<file path="config.mk">
export PLATFORM = sky130hd
export DESIGN_NAME = id_stream_arb
export DESIGN_NICKNAME = d
export VERILOG_FILES = /design/src/rtl/id_stream_arb.sv
export SDC_FILE = /design/constraint.sdc
export NUM_CORES = 1
export LEC_CHECK = 0
export ABC_CLOCK_PERIOD_IN_PS = 3600
export CAP_MARGIN = 20
export CORE_UTILIZATION = 37
export CTS_CLUSTER_DIAMETER = 150
export CTS_CLUSTER_SIZE = 20
export DETAILED_ROUTE_END_ITERATION = 7
export PLACE_DENSITY = 0.89
export SLEW_MARGIN = 20
export SYNTH_ARGS = -nofsm -noshare
export SYNTH_HDL_FRONTEND = slang
export SYNTH_SLANG_ARGS = --single-unit
</file>
<file path="constraint.sdc">
create_clock -name clk -period 3.6 [get_ports clk]
set_clock_uncertainty 0.15 [all_clocks]
set_input_delay 0.54 -clock clk [delete_from_list [all_inputs] [get_ports clk]]
set_output_delay 0.54 -clock clk [all_outputs]
set_load 0.01 [all_outputs]
</file>
<file path="src/rtl/id_stream_arb.sv">
// id_stream_arb: two character-stream requesters share one identifier-suffix
// recognizer at string granularity, with round-robin grant per string.
// Each completed string produces a registered done pulse. The pulse carries
// the requester id and whether the string ended in a letter-run followed by
// a digit-run.
// Optional feature macro: ID_ARB_CNT_EN adds saturating per-requester match
// counters. Without it, cnt0/cnt1 are tied to zero.
//
// Handshake: a character moves on a rising edge when reqN_valid && reqN_ready.
// Ready depends only on arbiter state, never on valid. A requester may drop
// valid at any time without losing its grant. A character accepted with
// reqN_last set closes the string.
module id_stream_arb #(
  parameter int CNT_W = 8
) (
  input  logic             clk,
  input  logic             reset,
  input  logic             req0_valid,
  input  logic [7:0]       req0_char,
  input  logic             req0_last,
  input  logic             req1_valid,
  input  logic [7:0]       req1_char,
  input  logic             req1_last,
  output logic             req0_ready,
  output logic             req1_ready,
  output logic             busy,
  output logic             gnt_id,
  output logic             done,
  output logic             done_id,
  output logic             done_match,
  output logic [CNT_W-1:0] cnt0,
  output logic [CNT_W-1:0] cnt1
);

  typedef enum logic {IDLE, RUN} state_t;
  typedef enum logic [1:0] {S0, S1, S2} rec_t;

  state_t state_q, state_d;
  rec_t   rec_q, rec_d, rec_upd;
  logic   gnt_q, gnt_d;
  logic   ptr_q, ptr_d;
  logic   done_q, done_d;
  logic   done_id_q, done_id_d;
  logic   done_match_q, done_match_d;

  logic       sel_valid;
  logic [7:0] sel_char;
  logic       sel_last;

  // Recognizer step. A letter always (re)starts a letter-run. Digits only
  // extend a run that began with a letter. Anything else drops back to S0.
  function automatic rec_t rec_next(input rec_t s, input logic [7:0] c);
    logic is_l, is_d;
    is_l = ((c >= 8'd65) && (c <= 8'd90)) || ((c >= 8'd97) && (c <= 8'd122));
    is_d = (c >= 8'd48) && (c <= 8'd57);
    if (is_l)         return S1;
    else if (s == S0) return S0;
    else if (is_d)    return S2;
    else              return S0;
  endfunction

  // Route the granted requester's inputs to the recognizer.
  always_comb begin
    sel_valid = gnt_q ? req1_valid : req0_valid;
    sel_char  = gnt_q ? req1_char  : req0_char;
    sel_last  = gnt_q ? req1_last  : req0_last;
    rec_upd   = rec_next(rec_q, sel_char);
  end

  // Arbiter next-state, recognizer update and result capture.
  always_comb begin
    state_d      = state_q;
    rec_d        = rec_q;
    gnt_d        = gnt_q;
    ptr_d        = ptr_q;
    done_d       = 1'b0;
    done_id_d    = done_id_q;
    done_match_d = done_match_q;
    case (state_q)
      IDLE: begin
        if (req0_valid || req1_valid) begin
          // The ptr side wins if it is asking; otherwise the other side does.
          gnt_d   = ptr_q ? req1_valid : !req0_valid;
          rec_d   = S0;
          state_d = RUN;
        end
      end
      RUN: begin
        if (sel_valid) begin
          rec_d = rec_upd;
          if (sel_last) begin
            state_d      = IDLE;
            ptr_d        = !gnt_q;
            done_d       = 1'b1;
            done_id_d    = gnt_q;
            done_match_d = (rec_upd == S2);
          end
        end
      end
      default: state_d = IDLE;
    endcase
  end

  // State and result registers.
  always_ff @(posedge clk or posedge reset) begin
    if (reset) begin
      state_q      <= IDLE;
      rec_q        <= S0;
      gnt_q        <= 1'b0;
      ptr_q        <= 1'b0;
      done_q       <= 1'b0;
      done_id_q    <= 1'b0;
      done_match_q <= 1'b0;
    end else begin
      state_q      <= state_d;
      rec_q        <= rec_d;
      gnt_q        <= gnt_d;
      ptr_q        <= ptr_d;
      done_q       <= done_d;
      done_id_q    <= done_id_d;
      done_match_q <= done_match_d;
    end
  end

  assign busy       = (state_q == RUN);
  assign gnt_id     = gnt_q;
  assign req0_ready = (state_q == RUN) && !gnt_q;
  assign req1_ready = (state_q == RUN) && gnt_q;
  assign done       = done_q;
  assign done_id    = done_id_q;
  assign done_match = done_match_q;

`ifdef ID_ARB_CNT_EN
  localparam logic [CNT_W-1:0] CNT_ONE = {{(CNT_W-1){1'b0}}, 1'b1};
  localparam logic [CNT_W-1:0] CNT_MAX = {CNT_W{1'b1}};

  logic [CNT_W-1:0] cnt0_q, cnt1_q;

  // Count matching strings per requester during the done cycle, saturating.
  always_ff @(posedge clk or posedge reset) begin
    if (reset) begin
      cnt0_q <= '0;
      cnt1_q <= '0;
    end else if (done_q && done_match_q) begin
      if (!done_id_q && (cnt0_q != CNT_MAX)) cnt0_q <= cnt0_q + CNT_ONE;
      if (done_id_q && (cnt1_q != CNT_MAX))  cnt1_q <= cnt1_q + CNT_ONE;
    end
  end

  assign cnt0 = cnt0_q;
  assign cnt1 = cnt1_q;
`else
  assign cnt0 = '0;
  assign cnt1 = '0;
`endif

endmodule
</file>
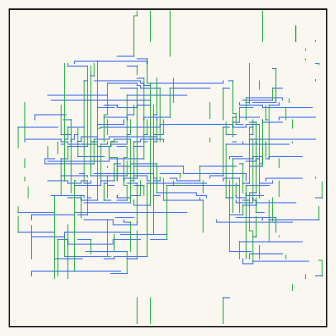
Run 1: wiring by layer
Only two layers are drawn.
met2 -> green  # wire length 632 um
met1 -> blue  # wire length 665 um
average wire length per cell after detail routing: 12.3 um
via total after detailed routing: 617
GRT Util Overall: 0.160
Post-Route WL: 1.52 mm

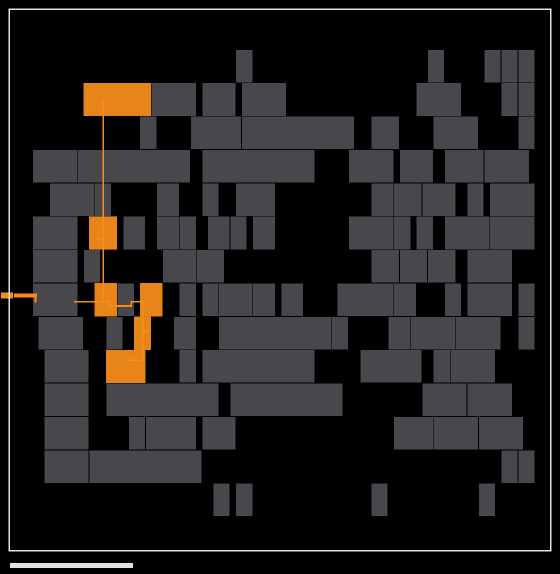
Run 1: wires at chosen ports, followed through buffers
The bar under the picture is 10 um long.
req0_valid -> orange  # bits 1, direction input, end cells 6, buffers 1, wire 31.7 um

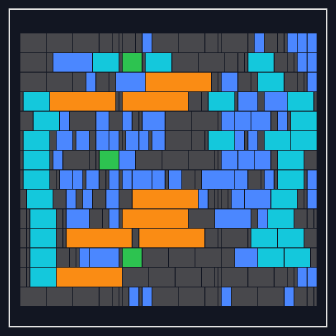
Run 1: placement by cell class
Fill, decap, tap and diode cells in gray.
other buffers and delay cells -> cyan  # cells 28
cells driving clock nets -> green  # cells 3
all other logic -> blue  # cells 68
flip-flops -> orange  # cells 8
Placement Rows: 14
core region area: 0.00158 mm^2

==> flow_metrics.env, run 1 <==
# source this file to load flow results
export IMPL_status="finished, violations left"
export IMPL_violations="DRC"
export IMPL_worst_hold_path_type="register to register"
export IMPL_die_height_um=44.0
export IMPL_comb_power_share=0.494
export IMPL_global_route_usage_met1=0.186
export IMPL_sequentialPowerShare=0.357
export IMPL_met3WireLength_um=197
export IMPL_antenna_violations_before_repair=0
export IMPL_clock_tree_area_fraction=0.0252
export IMPL_synth_yosys_warnings=0
export IMPL_p_comb_uw=233
export IMPL_yosys_area_top_type="dfrtp_1"
export IMPL_number_of_synthesized_flops_with_an_enable_pin=0
export IMPL_adder_and_majority_gate_portion_of_the_synthesized_area=0
export IMPL_drc_errors=8
export IMPL_via_count_of_the_first_global_routing_pass=533
export IMPL_power_switching_fraction=0.391
export IMPL_warning_count=26
export IMPL_most_popular_library_cell_in_the_synthesized_design_by_count="buf_4"
export IMPL_finish_net_count=131
export IMPL_synth_cells=80
export IMPL_cts_htree_levels=1
export IMPL_timing_critical_path_cells="nand2_1 > inv_1 > clkdlybuf4s50_1"
export IMPL_layout_top_cells="clkdlybuf4s50_1 (28), conb_1 (16), nor2_1 (8), dfrtp_1 (8), nand2_1 (6)"
export IMPL_slew_viol_final=0
export IMPL_period_used=0.664
export IMPL_drtAntennaViolNets=0
export IMPL_num_tap_cells=16
export IMPL_internal_power_uw=287
export IMPL_sequentialPower_uw=168
export IMPL_buf_share=0.313
export IMPL_postSynth_topFlopCell="dfrtp_1"
export IMPL_critPathSlowestCell="dfrtp_1"
export IMPL_power_clock_fraction=0.149
export IMPL_critPathLaunchType="register"
export IMPL_gr_usage_met3=0.0367
export IMPL_postCtsSetupRepairBufs=0
export IMPL_worstSetupEndpointType="output port"
export IMPL_clkSinkCount=8
export IMPL_tritoncts_clock_tree="built"
export IMPL_cts_max_path_bufs=2
export IMPL_drt_first_pass_iters=7
export IMPL_seqCellArea_um2=200
export IMPL_leakagePower_nw=0.408
export IMPL_topmost_layer_with_routed_signal_wires="met4"
export IMPL_final_layout_top_logic_cell="clkdlybuf4s50_1"
export IMPL_report_final_hold_viol_count=0
export IMPL_yosys_mux_area_fraction=0.0575
export IMPL_layout_non_clock_inverters=5
export IMPL_n_clock_buffer=3
export IMPL_power_density_cell_area_mw_per_mm2=526
export IMPL_cts_repair_resized=0
export IMPL_min_period_ns=2.39
export IMPL_design_seq_count=8
export IMPL_critPathKind="register to output port"
export IMPL_critical_path_max_stage_delay_ns=0.68
export IMPL_grt_setup_unrepaired="false"
export IMPL_setup_tns_final_ns=0
export IMPL_cp_data_required_time_ns=2.91
export IMPL_buffer_count_excluding_the_clock_tree_in_the_final_layout=28
export IMPL_initCoreUtil=0.414
export IMPL_maxClockFrequency_mhz=419
export IMPL_postPlaceCellArea_um2=872
export IMPL_synth_flop_count=8
export IMPL_grt_first_pass_wirelength_mm=2.24
export IMPL_syn_area_um2=653
export IMPL_dominant_cell_class="multi-input combinational cells"
export IMPL_io_pin_count=45
export IMPL_design_area_um2=895
export IMPL_drt_first_iter_violations=15
export IMPL_critical_path_arrival_ns=1.70
export IMPL_seq_cell_share=0.224
export IMPL_registers_top_by_ff_count="rec_q"
export IMPL_largest_net_degree_at_the_start_of_global_routing=18
export IMPL_layout_filler_cell_count=156
export IMPL_largest_reg_flops=2
export IMPL_n_antenna_cell=0
export IMPL_layer_with_the_highest_usage_after_global_routing="met2"
export IMPL_insertion_delay_ns=0.26
export IMPL_ctsHoldBuffers=0
export IMPL_power_largest_group="combinational cells"
[run 1: path summary, 6_finish.rpt]
path	from	to	slack, ns	cells after the start
worst max-delay path	gnt_id	req1_ready	1.21	3
worst min-delay path	done_match	done_match	0.36	1
worst max register to register	gnt_id	done_match	1.55	4
worst min register to register	done_match	done_match	0.36	1
max in group asynchronous	reset	done	2.69	2
min in group asynchronous	reset	rec_q[1]	0.38	2
[run 1: through the flow]
step           total power [mW]  utilization  hold WS [ns]  setup slack [ns]  instances
2_1_floorplan             0.311            -         0.206              1.79         95
3_5_place_dp              0.398        0.553         0.333              1.27        120
3_3_place_gp              0.395        0.553         0.344              1.31        120
5_1_grt                   0.506        0.567         0.371              1.09        123
4_1_cts                   0.470        0.567         0.358              1.22        123
6_report                  0.471        0.567         0.364              1.21        123
Run 1, routed metal per tile:
9 x 9 tiles, from dark blue (low) to red (high), scaled to the fullest tile. Values are wire area over tile area, all layers added.
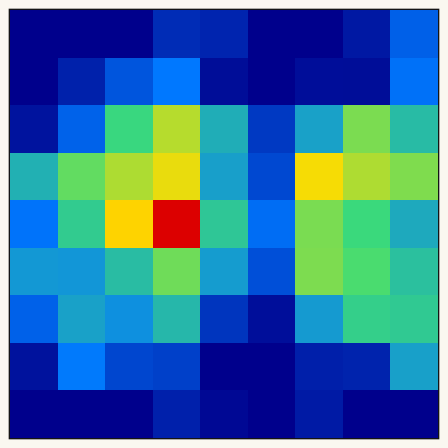

==> run 2, diff against run 1 <==
Settings changed: ABC_CLOCK_PERIOD_IN_PS 3600 to 2100, CORE_UTILIZATION 37 to 31, PLACE_DENSITY 0.89 to 0.8.
Clock period 3.6 ns to 2.1 ns, I/O delays scaled along.
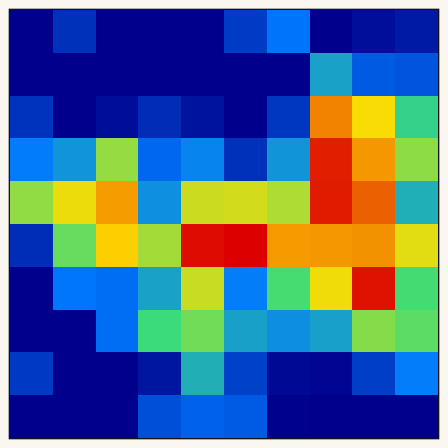
Run 2: routed metal per tile
10 x 10 tiles, from dark blue (low) to red (high), scaled to the fullest tile. Values are wire area over tile area, all layers added.
tiles over half the peak = 31%
densest ninth of the die = right middle
mean over tiles = 0.12
nearly empty tiles = 28%
fullest tile = 0.36

==> run 2 against run 1 <==
  * The flow now finishes without violations
  * Clock power increased by 62%
  * Final cell count increased by 15%
  * Register-to-register slack got worse by 1.3 ns
  * Critical path type unchanged
  * Critical endpoint is now req0_ready
  * Largest cell class unchanged
==> flow_metrics.env, run 2 <==
# source this file to load flow results
export IMPL_yosys_area_top_type="dfrtp_1"
export IMPL_largest_net_degree_at_the_start_of_global_routing=14
export IMPL_initCoreUtil=0.333
export IMPL_global_route_usage_met1=0.160
export IMPL_worst_hold_path_type="primary input to async pin"
export IMPL_cts_max_path_bufs=2
export IMPL_number_of_synthesized_flops_with_an_enable_pin=0
export IMPL_postCtsSetupRepairBufs=0
export IMPL_core_area_mm2=0.00196
export IMPL_postSynth_topFlopCell="dfrtp_1"
export IMPL_finish_net_count=138
export IMPL_numPlacedInstances=135
export IMPL_period_used=0.934
export IMPL_track_usage=0.140
export IMPL_power_switching_fraction=0.367
export IMPL_critPathKind="register to output port"
export IMPL_internal_power_uw=554
export IMPL_critical_path_max_stage_delay_ns=0.55
export IMPL_pre_cts_slack_ns=0.0899
export IMPL_p_comb_uw=506
export IMPL_io_pin_count=45
export IMPL_cp_data_required_time_ns=1.63
export IMPL_largest_reg_flops=2
export IMPL_critPathSlowestCell="clkdlybuf4s50_1"
export IMPL_grt_first_pass_wirelength_mm=2.24
export IMPL_cts_htree_levels=1
export IMPL_synth_cells=80
export IMPL_die_height_um=47.9
export IMPL_layer_with_the_highest_usage_after_global_routing="met2"
export IMPL_insertion_delay_ns=0.25
export IMPL_status="finished clean"
export IMPL_comb_power_share=0.578
export IMPL_sequentialPowerShare=0.292
export IMPL_met3WireLength_um=234
export IMPL_timing_critical_path_cells="buf_4 > nor2_1 > clkdlybuf4s50_1"
export IMPL_design_area_um2=962
export IMPL_yosys_mux_area_fraction=0.0575
export IMPL_power_density_cell_area_mw_per_mm2=910
export IMPL_leakagePower_nw=0.440
export IMPL_n_antenna_cell=0
export IMPL_tritoncts_clock_tree="built"
export IMPL_drc_errors=0
export IMPL_cts_repair_resized=1
export IMPL_finalCoreUtilization=0.490
export IMPL_drtAntennaViolNets=0
export IMPL_final_hold_worst_slack_ns=0.176
export IMPL_postPlaceCellArea_um2=916
export IMPL_most_popular_library_cell_in_the_synthesized_design_by_count="buf_4"
export IMPL_avgRoutedWirePerCell_um=10.8
export IMPL_worstSetupEndpointType="output port"
export IMPL_maxClockFrequency_mhz=510
export IMPL_via_count_of_the_first_global_routing_pass=565
export IMPL_clkSinkCount=8
export IMPL_critical_path_arrival_ns=1.50
export IMPL_gr_usage_met3=0.0491
export IMPL_report_final_hold_viol_count=0
export IMPL_drt_first_pass_iters=4
export IMPL_registers_top_by_ff_count="rec_q"
export IMPL_syn_area_um2=653
export IMPL_finalWirelength_mm=1.52
export IMPL_layout_top_cells="clkdlybuf4s50_1 (28), conb_1 (16), nor2_1 (8)"
export IMPL_row_count=16
-- run 2: path summary, 6_finish.rpt --
kind / startpoint / to / slack [ns] / cells after the start
worst max-delay path: gnt_id / req0_ready / 0.14 / 3
worst min-delay path: reset / busy / 0.18 / 2
worst max register to register: gnt_id / done_match / 0.30 / 5
worst min register to register: done_match / done_match / 0.35 / 1
max in group asynchronous: reset / gnt_id / 1.36 / 2
min in group clk: done_match / done_match / 0.35 / 1
-- run 2: cell type report --
| cell class | instances | area, um^2 |
|---|---|---|
| sequential | 8 | 201 |
| tap | 27 | 33.8 |
| timing repair buffer | 35 | 333 |
| clock buffer | 3 | 22.5 |
| inverter | 5 | 18.8 |
| multi-input combinational | 63 | 353 |
| fill | 197 | 1000 |
==> run 3, diff against run 2 <==
Settings changed: SETUP_SLACK_MARGIN set to 0.05.
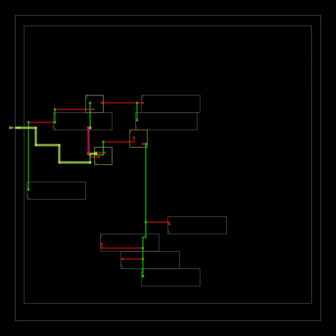
Run 3: clock nets
clock buffers: 3
clock network latency to the later pin of the worst-skew pair: 0.25 ns

==> run 3 against run 2 <==
  * Sequential power barely moved
  * Fmax did not move
  * Critical endpoint unchanged
  * Critical path depth did not move
  * Core utilization did not move
  * Clock power barely moved
  * Count of clock-buffer cells in the layout did not move
  * Combinational power barely moved
  * First-iteration DRC count did not move
  * Highest routed layer unchanged
==> flow_metrics.env, run 3 <==
# source this file to load flow results
export IMPL_cp_data_required_time_ns=1.63
export IMPL_initCoreUtil=0.333
export IMPL_postSynth_topFlopCell="dfrtp_1"
export IMPL_timing_critical_path_cells="buf_4 > nor2_1 > clkdlybuf4s50_1"
export IMPL_io_pin_count=45
export IMPL_status="finished clean"
export IMPL_grt_setup_unrepaired="false"
export IMPL_critical_path_max_stage_delay_ns=0.55
export IMPL_registers_top_by_ff_count="rec_q"
export IMPL_timing_critical_path_depth=3
export IMPL_finish_net_count=138
export IMPL_design_area_um2=962
export IMPL_ctsHoldBuffers=0
export IMPL_power_switching_fraction=0.367
export IMPL_setup_tns_final_ns=0
export IMPL_cp_startpoint="gnt_id"
export IMPL_min_period_ns=1.96
export IMPL_period_used=0.934
export IMPL_finalWirelength_mm=1.52
export IMPL_drt_first_pass_iters=4
export IMPL_core_area_mm2=0.00196
export IMPL_critical_path_arrival_ns=1.50
export IMPL_yosys_area_top_type="dfrtp_1"
export IMPL_via_count_of_the_first_global_routing_pass=565
export IMPL_internal_power_uw=554
export IMPL_final_critical_path_setup_slack_ns=0.138
export IMPL_power_clock_fraction=0.130
export IMPL_tritoncts_clock_tree="built"
export IMPL_crit_reg2reg_launch="gnt_id"
export IMPL_grt_first_pass_wirelength_mm=2.24
export IMPL_maxClockFrequency_mhz=510
export IMPL_synth_cells=80
export IMPL_warning_count=26
export IMPL_slew_viol_final=0
export IMPL_worstSetupEndpointType="output port"
export IMPL_synth_flop_count=8
export IMPL_timing_rr_end="done_match"
export IMPL_row_count=16
export IMPL_final_cell_count_no_fill=141
export IMPL_postCtsSetupRepairBufs=0
export IMPL_global_route_usage_met1=0.160
export IMPL_avgRoutedWirePerCell_um=10.8
export IMPL_crit_end="req0_ready"
export IMPL_worst_hold_path_type="primary input to async pin"
export IMPL_cts_max_path_bufs=2
export IMPL_layout_top_cells="clkdlybuf4s50_1 (28), conb_1 (16), nor2_1 (8)"
export IMPL_n_antenna_cell=0
export IMPL_number_of_synthesized_flops_with_an_enable_pin=0
export IMPL_most_popular_library_cell_in_the_synthesized_design_by_count="buf_4"
export IMPL_pre_cts_slack_ns=0.0899
export IMPL_numPlacedInstances=135
export IMPL_clkSinkCount=8
export IMPL_final_hold_worst_slack_ns=0.176
export IMPL_drc_errors=0
export IMPL_sequentialPowerShare=0.292
export IMPL_largest_net_degree_at_the_start_of_global_routing=14
export IMPL_report_final_hold_viol_count=0
export IMPL_drt_first_iter_violations=21
export IMPL_power_density_cell_area_mw_per_mm2=910
export IMPL_power_total_uw=876
export IMPL_drtAntennaViolNets=0
export IMPL_gr_usage_met3=0.0491
export IMPL_layer_with_the_highest_usage_after_global_routing="met2"
export IMPL_antenna_violations_before_repair=0
export IMPL_cts_htree_levels=1
export IMPL_leakagePower_nw=0.440
export IMPL_synth_yosys_warnings=0
export IMPL_critPathSlowestCell="clkdlybuf4s50_1"
export IMPL_flop2flop_setup_slack_ns=0.30
-- run 3: final cells by class --
class | instances | area [um^2]
clock buffer | 3 | 22.5
timing repair buffer | 35 | 333
sequential | 8 | 201
tap | 27 | 33.8
inverter | 5 | 18.8
fill | 197 | 1000
multi-input combinational | 63 | 353
-- run 3: cells by family after synthesis --
kind of cell	Yosys count	synth area share
simple gates	25	0.199
flops	8	0.307
compound gates	19	0.192
other cells	1	0.00574
buf+inv	24	0.239
mux	3	0.0575
-- run 3: power by group through the flow --
stage                     logic [mW]  registers [mW]  clock network, mW
final                          0.506           0.256              0.114
after floorplan                0.280           0.252                  0
after CTS                      0.443           0.275              0.119
after detailed placement       0.442           0.275                  0
after global placement         0.433           0.274                  0
after global routing           0.553           0.263              0.130
Power is estimated from default activity; no workload was simulated.
